Run 1, routing congestion:
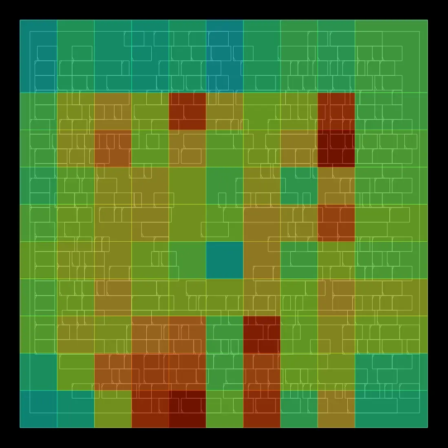
Run 1, clock distribution:
Scale: 4 px per um.
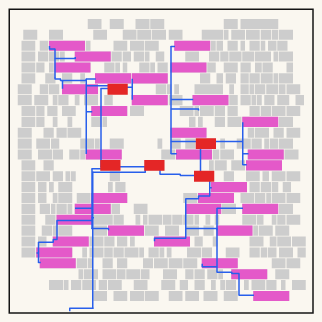
Run 1, selected gate families:
Scale: 8 px per um.
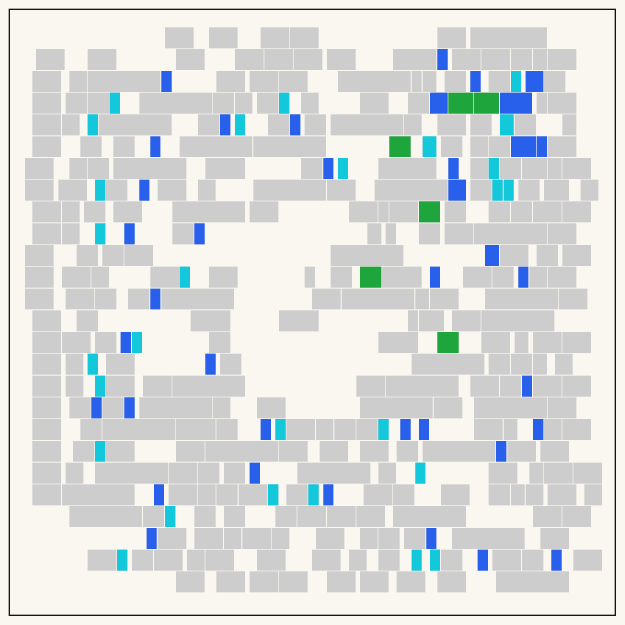
<file path="config.mk">
export PLATFORM = sky130hd
export DESIGN_NAME = mux_rr_pipe
export DESIGN_NICKNAME = d
export VERILOG_FILES = /design/src/rtl/mux_rr_pipe.sv
export SDC_FILE = /design/constraint.sdc
export NUM_CORES = 1
export LEC_CHECK = 0
export CAP_MARGIN = 5
export CORE_MARGIN = 1.5
export CORE_UTILIZATION = 36
export DETAILED_ROUTE_END_ITERATION = 8
export PLACE_DENSITY = 0.81
export SLEW_MARGIN = 20
export SYNTH_ARGS = -nofsm -noshare
export SYNTH_HDL_FRONTEND = slang
export SYNTH_SLANG_ARGS = --single-unit
</file>
<file path="constraint.sdc">
create_clock -name clk -period 2.4 [get_ports clk]
set_input_delay 0.36 -clock clk [delete_from_list [all_inputs] [get_ports clk]]
set_output_delay 0.36 -clock clk [all_outputs]
set_load 0.02 [all_outputs]
</file>
<file path="src/rtl/mux_rr_pipe.sv">
// N-to-1 multiplexer with fixed-select or round-robin arbitration,
// followed by one valid/ready output register stage.
module mux_rr_pipe #(
   parameter int WIDTH = 28,
   parameter int N     = 3,
   parameter int SELW  = $clog2(N)
) (
   input  logic                 clk,
   input  logic                 reset,
   input  logic [N*WIDTH-1:0]   in_data,
   input  logic [N-1:0]         in_valid,
   output logic [N-1:0]         in_ready,
   input  logic [SELW-1:0]      sel,
   input  logic                 mode,
   output logic [WIDTH-1:0]     out_data,
   output logic                 out_valid,
   input  logic                 out_ready,
   output logic [SELW-1:0]      out_src
);

   // Handshake: a word moves on any rising edge where valid and ready are
   // both high; valid never depends on ready, and ready is granted only
   // while the output register is empty or being drained this cycle.

   logic [SELW-1:0]  ptr;
   logic             reg_free;

   logic             fix_hit;
   logic [SELW-1:0]  fix_idx;
   logic             hi_hit;
   logic [SELW-1:0]  hi_idx;
   logic             lo_hit;
   logic [SELW-1:0]  lo_idx;
   logic             rr_hit;
   logic [SELW-1:0]  rr_idx;

   logic             gnt_hit;
   logic [SELW-1:0]  gnt_idx;
   logic [WIDTH-1:0] gnt_data;
   logic [SELW-1:0]  ptr_next;

   assign reg_free = !out_valid || out_ready;

   // Fixed select; an out-of-range sel matches no channel and grants nothing.
   always_comb begin
      fix_hit = 1'b0;
      fix_idx = '0;
      for (int i = 0; i < N; i++) begin
         if (sel == SELW'(i) && in_valid[i]) begin
            fix_hit = 1'b1;
            fix_idx = SELW'(i);
         end
      end
   end

   // Round-robin: lowest valid channel at or above ptr, else wrap to the
   // lowest valid channel overall (which is then necessarily below ptr).
   always_comb begin
      hi_hit = 1'b0;
      hi_idx = '0;
      lo_hit = 1'b0;
      lo_idx = '0;
      for (int i = N - 1; i >= 0; i--) begin
         if (in_valid[i]) begin
            lo_hit = 1'b1;
            lo_idx = SELW'(i);
            if (SELW'(i) >= ptr) begin
               hi_hit = 1'b1;
               hi_idx = SELW'(i);
            end
         end
      end
   end

   assign rr_hit = hi_hit || lo_hit;
   assign rr_idx = hi_hit ? hi_idx : lo_idx;

   assign gnt_hit = !reset && reg_free && (mode ? rr_hit : fix_hit);
   assign gnt_idx = mode ? rr_idx : fix_idx;

   always_comb begin
      in_ready = '0;
      for (int i = 0; i < N; i++) begin
         in_ready[i] = gnt_hit && (gnt_idx == SELW'(i));
      end
   end

   always_comb begin
      gnt_data = '0;
      for (int i = 0; i < N; i++) begin
         if (gnt_idx == SELW'(i)) begin
            gnt_data = in_data[i*WIDTH +: WIDTH];
         end
      end
   end

   assign ptr_next = (gnt_idx == SELW'(N - 1)) ? '0 : gnt_idx + SELW'(1);

   // Output register: load on grant, otherwise clear valid when drained.
   // Data and source hold after a drain so the last word stays observable.
   always_ff @(posedge clk or posedge reset) begin
      if (reset) begin
         out_valid <= 1'b0;
         out_data  <= '0;
         out_src   <= '0;
      end else if (gnt_hit) begin
         out_valid <= 1'b1;
         out_data  <= gnt_data;
         out_src   <= gnt_idx;
      end else if (out_ready) begin
         out_valid <= 1'b0;
      end
   end

   // Pointer only advances on round-robin grants.
   always_ff @(posedge clk or posedge reset) begin
      if (reset) begin
         ptr <= '0;
      end else if (gnt_hit && mode) begin
         ptr <= ptr_next;
      end
   end

endmodule

</file>
==> out/results.md, run 1 <==
| Quantity | This run | Unit |
|:---|:---|:---|
| Bufs on Longest Clock Path | 2 | - |
| List of most frequent post-synthesis cells | sky130_fd_sc_hd__dfrtp_1 (33), sky130_fd_sc_hd__nand2_1 (32), sky130_fd_sc_hd__o31ai_1 (27) | - |
| Max-cap violation count | 0 | - |
| GRT Max-Usage Layer | met2 | - |
| Number of I/O pins | 127 | - |
| Endpoints failing hold | 0 | - |
| Final count of negative-setup-slack endpoints | 0 | - |
| Share of total power in the clock network | 17.8 | % |
| First-pass GRT wire length | 9600 | um |
| Worst R2R Path Depth | 7 | - |
| Post-detailed-route count of antenna-violating nets | 0 | - |
| Setup slack of the worst register-to-register path | 0.61 | ns |
| Number of clock sinks | 33 | - |
| Total global routing overflow | 0 | - |
| Cell taking the most area after synthesis | sky130_fd_sc_hd__dfrtp_1 | - |
| Count of inverters other than clock inverters in the layout | 5 | - |
| Clock buffer count from CTS | 5 | - |
| Average via count per standard cell | 5.13 | - |
| Met1 routed wirelength after detailed routing | 2520 | um |
| Count of mapped cells out of synthesis | 221 | - |
| Period Utilization, post-route | 97.0 | % |
| Startpoint of the tightest hold check path | out_data[18]$_DFFE_PP0P_ | - |
| Root cell of the clock tree | sky130_fd_sc_hd__clkbuf_8 | - |
| Hold-critical path endpoint | out_data[18]$_DFFE_PP0P_ | - |
| Share of the synthesized netlist area taken by xor and xnor gates | 0 | % |
| DRC viols | 0 | - |
| ANT cells | 0 | - |
| Post-detailed-placement half-perimeter wirelength | 4780 | um |
| Launching point of the worst reg2reg path | ptr[1]$_DFFE_PP0P_ | - |
| Number of warning messages in the logs | 26 | - |
| Fraction of the mapped netlist area in compound gates | 28.4 | % |
| Required time worst endpoint | 2.04 | ns |
| Die Area | 5710 | um2 |
| Slew headroom | 72.5 | % |
| Syn Area/Cell | 8.58 | um2 |
| Met1 track utilization from global routing | 25.4 | % |
| Setup WS pre-CTS | -0.319 | ns |
| Layout clock buffers | 7 | - |
| Post-synthesis share of cell area spent on full adders, half adders and majority gates | 0 | % |
| Run status | finished clean | - |
| Power in sequential cells | 0.000787 | W |
## Picture notes: 'routing congestion'
WL per Instance: 14.5 um
routing usage on met2: 39.7%

## Picture notes: 'clock distribution'
legend:
  magenta:
    item: flip-flops
    count: 33
  blue:
    item: clock wires
    length: 385 um
  red:
    item: clock-net drivers
    count: 5
routed clock nets: 6

## Picture notes: 'selected gate families'
legend:
  blue:
    family: nand cells
    cells: 38
    where: spread over the die
  green:
    family: non-inverting ao/oa cells
    cells: 6
  cyan:
    family: nor cells
    cells: 27
    where: spread over the die
combinational share of cell area: 28.7%
most used logic cell in the final layout: sky130_fd_sc_hd__clkdlybuf4s50_1

[run 1: what timing repair did]
| item | in CTS | in global routing |
|---|---|---|
| buffers inserted | 0 | 0 |
| setup endpoints to repair | 3 | 2 |
| resized | 4 | 3 |
| cloned | 0 | 0 |
[run 1: critical path: stages]
cell and delay (ns):
sky130_fd_sc_hd__clkdlybuf4s50_1 0.47, sky130_fd_sc_hd__nand2b_1 0.19, sky130_fd_sc_hd__a21oi_2 0.21, sky130_fd_sc_hd__o221ai_4 0.16, sky130_fd_sc_hd__nor2_1 0.24, sky130_fd_sc_hd__clkdlybuf4s15_1 0.34
[run 1: sequential cells by signal, indices dropped and copies added, names as in the netlist]
| register | flops |
|---|---|
| out_data | 28 |
| ptr | 2 |
| out_valid | 1 |
| out_src | 2 |
Run 1, close-up of the layout:
Region (23, 8) to (53, 38) um. Cells in gray, sequential cells in the stronger gray; small squares are vias.
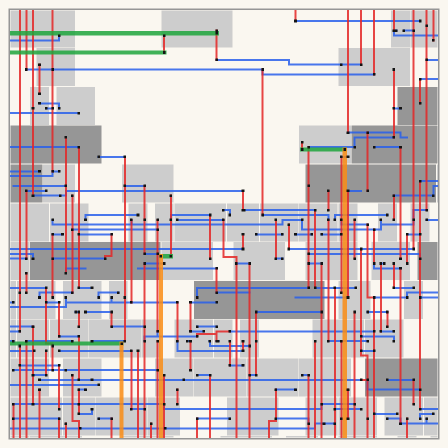

==> inputs of run 2 (changes only) <==
Settings changed: SETUP_SLACK_MARGIN from default to 0.2.
Run 2, close-up of the layout:
Region (23, 8) to (53, 38) um. Cells in gray, sequential cells in the stronger gray; small squares are vias.
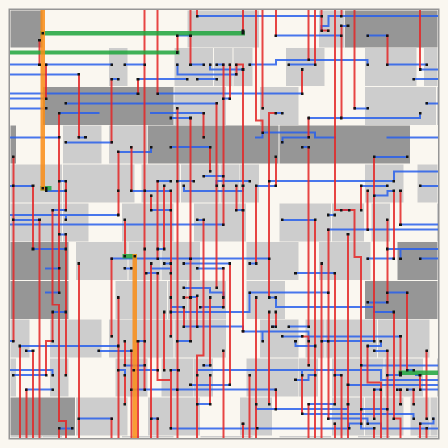
legend:
  red:
    layer: M2
  orange:
    layer: M4
  blue:
    layer: M1
  green:
    layer: M3
cells with their middle in the window: 63
sequential cells in the window: 6
most frequent: clkdlybuf4s50_1 (19)
netlist names of flops here include: `out_data` (5), `out_src` (1)

Run 2, clock distribution:
Scale: 4 px per um.
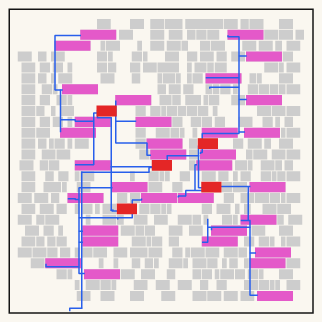
legend:
  blue:
    item: clock wires
    length: 424 um
  red:
    item: clock-net drivers
    count: 5
  magenta:
    item: flip-flops
    count: 33
routed clock nets: 6
total clock network power: 0.000394 W
clk ins delay skew pair: 0.28 ns
clock skew: 0.00414 ns
share of total power in the clock network: 17.3%

Run 2, wire density map:
Scale: 4 px per um. 15 x 15 tiles, from white (low) to dark blue (high), scaled to the fullest tile. Values are wire area over tile area, all layers added.
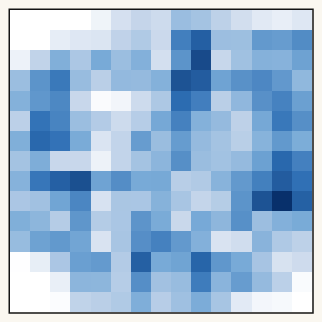
emptiest ninth of the die: top left
densest ninth of the die: right middle
mean over tiles: 0.18
fullest tile: 0.44
tiles over half the peak: 34%
nearly empty tiles: 5.8%

==> out/results.md, run 2 <==
| Quantity | This run | Unit |
|:---|:---|:---|
| Root cell of the clock tree | sky130_fd_sc_hd__clkbuf_8 | - |
| Total global routing overflow | 0 | - |
| Run status | finished clean | - |
| Max FFs per register | 28 | - |
| Final count of negative-setup-slack endpoints | 0 | - |
| Fraction of area in registers | 24.0 | % |
| Post-detailed-route count of antenna-violating nets | 0 | - |
| DIE WIDTH | 75.6 | um |
| Syn Area/Cell | 8.58 | um2 |
| Count of inverters other than clock inverters in the layout | 5 | - |
| ANT cells | 0 | - |
| Endpoints failing hold | 0 | - |
| First-pass GRT wire length | 9880 | um |
| Most flops, register | out_data | - |
| Share of power burned in registers | 34.7 | % |
| DRC viols | 0 | - |
| Routing usage on met2 | 44.7 | % |
| Die Area | 5710 | um2 |
| Critical-path maximum fanout | 3 | - |
| Number of I/O pins | 127 | - |
| Launching point of the worst reg2reg path | ptr[1]$_DFFE_PP0P_ | - |
| Clock buffer count from CTS | 5 | - |
| Period Utilization, post-route | 88.9 | % |
| Average via count per standard cell | 5.17 | - |
| WL per Instance | 14.9 | um |
| Count of mapped cells out of synthesis | 221 | - |
| Count of buffers not belonging to the clock network in the layout | 149 | - |
| Startpoint of the tightest hold check path | out_src[1]$_DFFE_PP0P_ | - |
| Count of cells resized by post-cts repair | 13 | - |
| Post-synthesis share of cell area spent on full adders, half adders and majority gates | 0 | % |
| Number of buffers inserted by post-CTS setup repair | 1 | - |
| Power in sequential cells | 0.000788 | W |
| Bufs on Longest Clock Path | 2 | - |
| Worst R2R Path Depth | 8 | - |
| Required time worst endpoint | 2.04 | ns |
| Most used logic cell in the final layout | sky130_fd_sc_hd__clkdlybuf4s50_1 | - |
| Largest cells by area | sky130_fd_sc_hd__dfrtp_1 (44%), sky130_fd_sc_hd__o31ai_1 (11%), sky130_fd_sc_hd__a211oi_1 (8.3%) | - |
| Number of clock sinks | 33 | - |
| Biggest regs | out_data: 28 flops, out_src: 2 flops, ptr: 2 flops | - |
| GRT Max-Usage Layer | met2 | - |
| Routed wire length on met2 | 3360 | um |
| Overall Global Routing Usage | 23.0 | % |
| Max-cap violation count | 0 | - |
| Dominant register cell in the synthesized netlist | sky130_fd_sc_hd__dfrtp_1 | - |
| Slew headroom | 72.2 | % |
| Post-detailed-placement half-perimeter wirelength | 4920 | um |
| Yosys warnings | 0 | - |
| Cell taking the most area after synthesis | sky130_fd_sc_hd__dfrtp_1 | - |
| Number of placed instances, taps included | 420 | - |
| Number of warning messages in the logs | 26 | - |
| Combinational share of power | 48.0 | % |
| Setup slack of the worst register-to-register path | 0.58 | ns |
| Combinational share of cell area | 29.0 | % |
## run 2: per-stage QoR
step,area [um2],setup TNS (ns),setup WS (ns),utilization [%],power (W)
global route,3440,0,0.212,67.4,0.00243
finish,3440,0,0.266,67.4,0.00227
floorplan,1900,0,0.358,-,0.00131
CTS,3420,0,0.238,67.0,0.00229
global placement,3340,-0.458,-0.164,65.4,0.00186
detailed placement,3340,-0.599,-0.217,65.4,0.00189
## run 2: critical path: stages
cell	delay (ns)
sky130_fd_sc_hd__clkdlybuf4s50_1	0.49
sky130_fd_sc_hd__buf_4	0.13
sky130_fd_sc_hd__nand4bb_1	0.11
sky130_fd_sc_hd__o31a_1	0.15
sky130_fd_sc_hd__buf_4	0.11
sky130_fd_sc_hd__nand4_1	0.09
sky130_fd_sc_hd__nor2_1	0.16
sky130_fd_sc_hd__buf_4	0.17
Run 2, routing congestion:
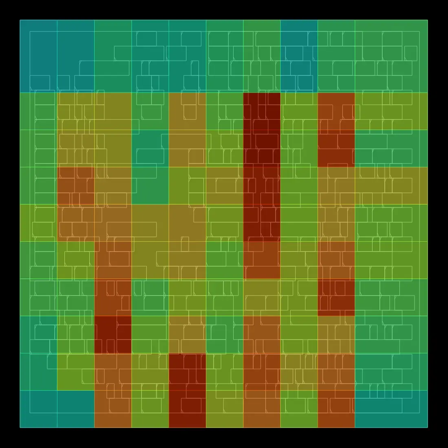

==> inputs of run 3 (changes only) <==
Settings changed: CAP_MARGIN 5 to 10, CORE_MARGIN 1.5 to default.
Run 3, routing congestion:
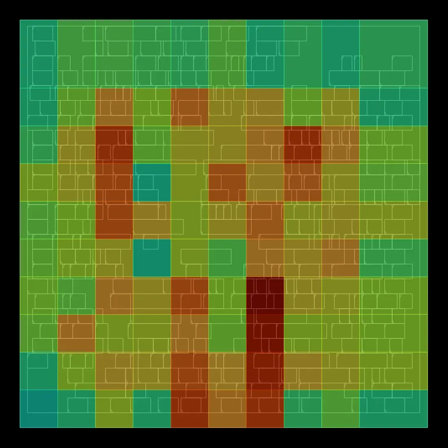
routing usage on met2: 41.1%
met3 Usage GRT: 7.99%
Final Core Density: 68.1%
Overall Global Routing Usage: 23.6%
WL per Instance: 14.7 um

Run 3, selected gate families:
Scale: 8 px per um.
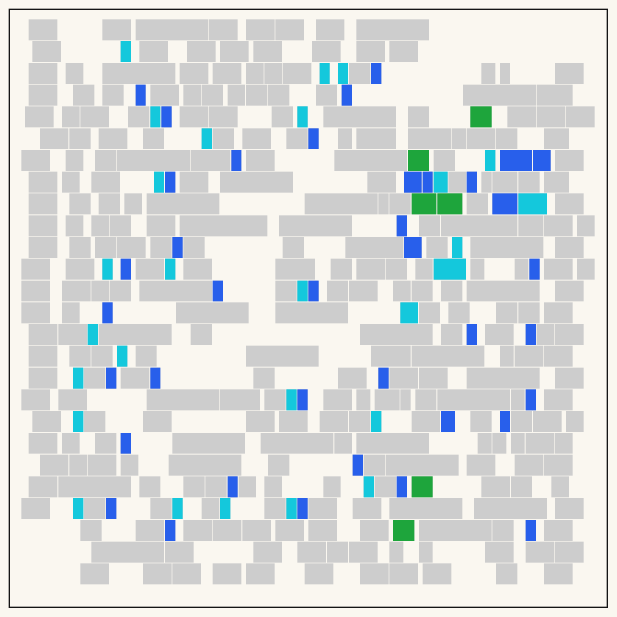
legend:
  cyan:
    family: nor cells
    cells: 27
    where: spread over the die
  blue:
    family: nand cells
    cells: 38
    where: spread over the die
  green:
    family: non-inverting ao/oa cells
    cells: 6

Run 3, clock distribution:
Scale: 4 px per um.
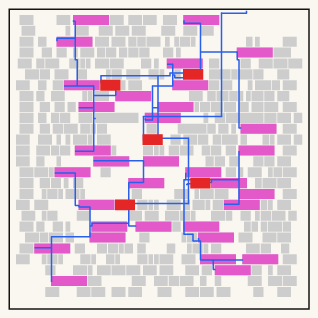
legend:
  red:
    item: clock-net drivers
    count: 5
  magenta:
    item: flip-flops
    count: 33
  blue:
    item: clock wires
    length: 450 um
flops lie: spread over the die

==> out/results.md, run 3 <==
| Quantity | This run | Unit |
|:---|:---|:---|
| Run status | finished clean | - |
| Share of total power in the clock network | 21.1 | % |
| Clk ins delay skew pair | 0.28 | ns |
| Biggest regs | out_data: 28 flops, out_src: 2 flops, ptr: 2 flops | - |
| Most used logic cell in the final layout | sky130_fd_sc_hd__clkdlybuf4s50_1 | - |
| Required time worst endpoint | 2.04 | ns |
| Cell-by-cell trace of the critical path | clkdlybuf4s50_1 > nand2b_1 > a21oi_2 > o221ai_4 > nor2_2 > buf_2 | - |
| Dominant register cell in the synthesized netlist | sky130_fd_sc_hd__dfrtp_1 | - |
| Combinational share of power | 45.5 | % |
| Count of mapped cells out of synthesis | 221 | - |
| DRC viols | 0 | - |
| Endpoints failing hold | 0 | - |
| Number of buffers inserted by post-CTS setup repair | 0 | - |
| Largest incremental delay on the critical path | 0.46 | ns |
| Number of placed instances, taps included | 418 | - |
| Bufs on Longest Clock Path | 2 | - |
| Share of power burned in registers | 33.3 | % |
| Yosys warnings | 0 | - |
| Power in sequential cells | 0.000791 | W |
| Post-synthesis share of cell area spent on full adders, half adders and majority gates | 0 | % |
| Clock buffer count from CTS | 5 | - |
| Cell area after placement | 3340 | um2 |
| Finished Cell Area | 3460 | um2 |
| Count of buffers not belonging to the clock network in the layout | 147 | - |
| Number of I/O pins | 127 | - |
| Number of warning messages in the logs | 27 | - |
| Number of buffers and inverters on the critical path | 2 | - |
| Period Utilization, post-route | 87.2 | % |
| First-pass GRT wire length | 9750 | um |
| Count of cells resized by post-cts repair | 16 | - |
| Setup WS pre-CTS | -0.249 | ns |
| Clock skew | 0.00342 | ns |
| Overall power of the completed layout | 0.00237 | W |
| ANT cells | 0 | - |
| Share of the synthesized netlist area taken by xor and xnor gates | 0 | % |
| Largest cells by area | sky130_fd_sc_hd__dfrtp_1 (44%), sky130_fd_sc_hd__o31ai_1 (11%), sky130_fd_sc_hd__a211oi_1 (8.3%) | - |
| Cell taking the most area after synthesis | sky130_fd_sc_hd__dfrtp_1 | - |
| List of most frequent post-synthesis cells | sky130_fd_sc_hd__dfrtp_1 (33), sky130_fd_sc_hd__nand2_1 (32), sky130_fd_sc_hd__o31ai_1 (27) | - |
| Slowest stage cell on the critical path | sky130_fd_sc_hd__clkdlybuf4s50_1 | - |
| Average via count per standard cell | 5.10 | - |
run 3: cell counts after synthesis:
Identical to the previous run, type by type.
run 3: final timing paths:
check	start	slack [ns]	depth (start not counted)	end
hold reg to reg	out_data[10]$_DFFE_PP0P_	0.48	2	out_data[10]$_DFFE_PP0P_
hold / removal	out_data[10]$_DFFE_PP0P_	0.48	2	out_data[10]$_DFFE_PP0P_
setup reg to reg	ptr[1]$_DFFE_PP0P_	0.58	8	out_data[4]$_DFFE_PP0P_
min in group asynchronous	reset	0.58	3	out_src[1]$_DFFE_PP0P_
setup / recovery	sel[0]	0.31	6	in_ready[2]
max in group asynchronous	reset	1.51	3	out_data[10]$_DFFE_PP0P_
run 3: per-layer routing:
layer	global-route usage (%)	routed length, um
met3	7.99	590
met2	41.1	3090
met5	0	0
met1	27.6	2490
met4	6.50	78
Power and IR drop assume default switching activity.
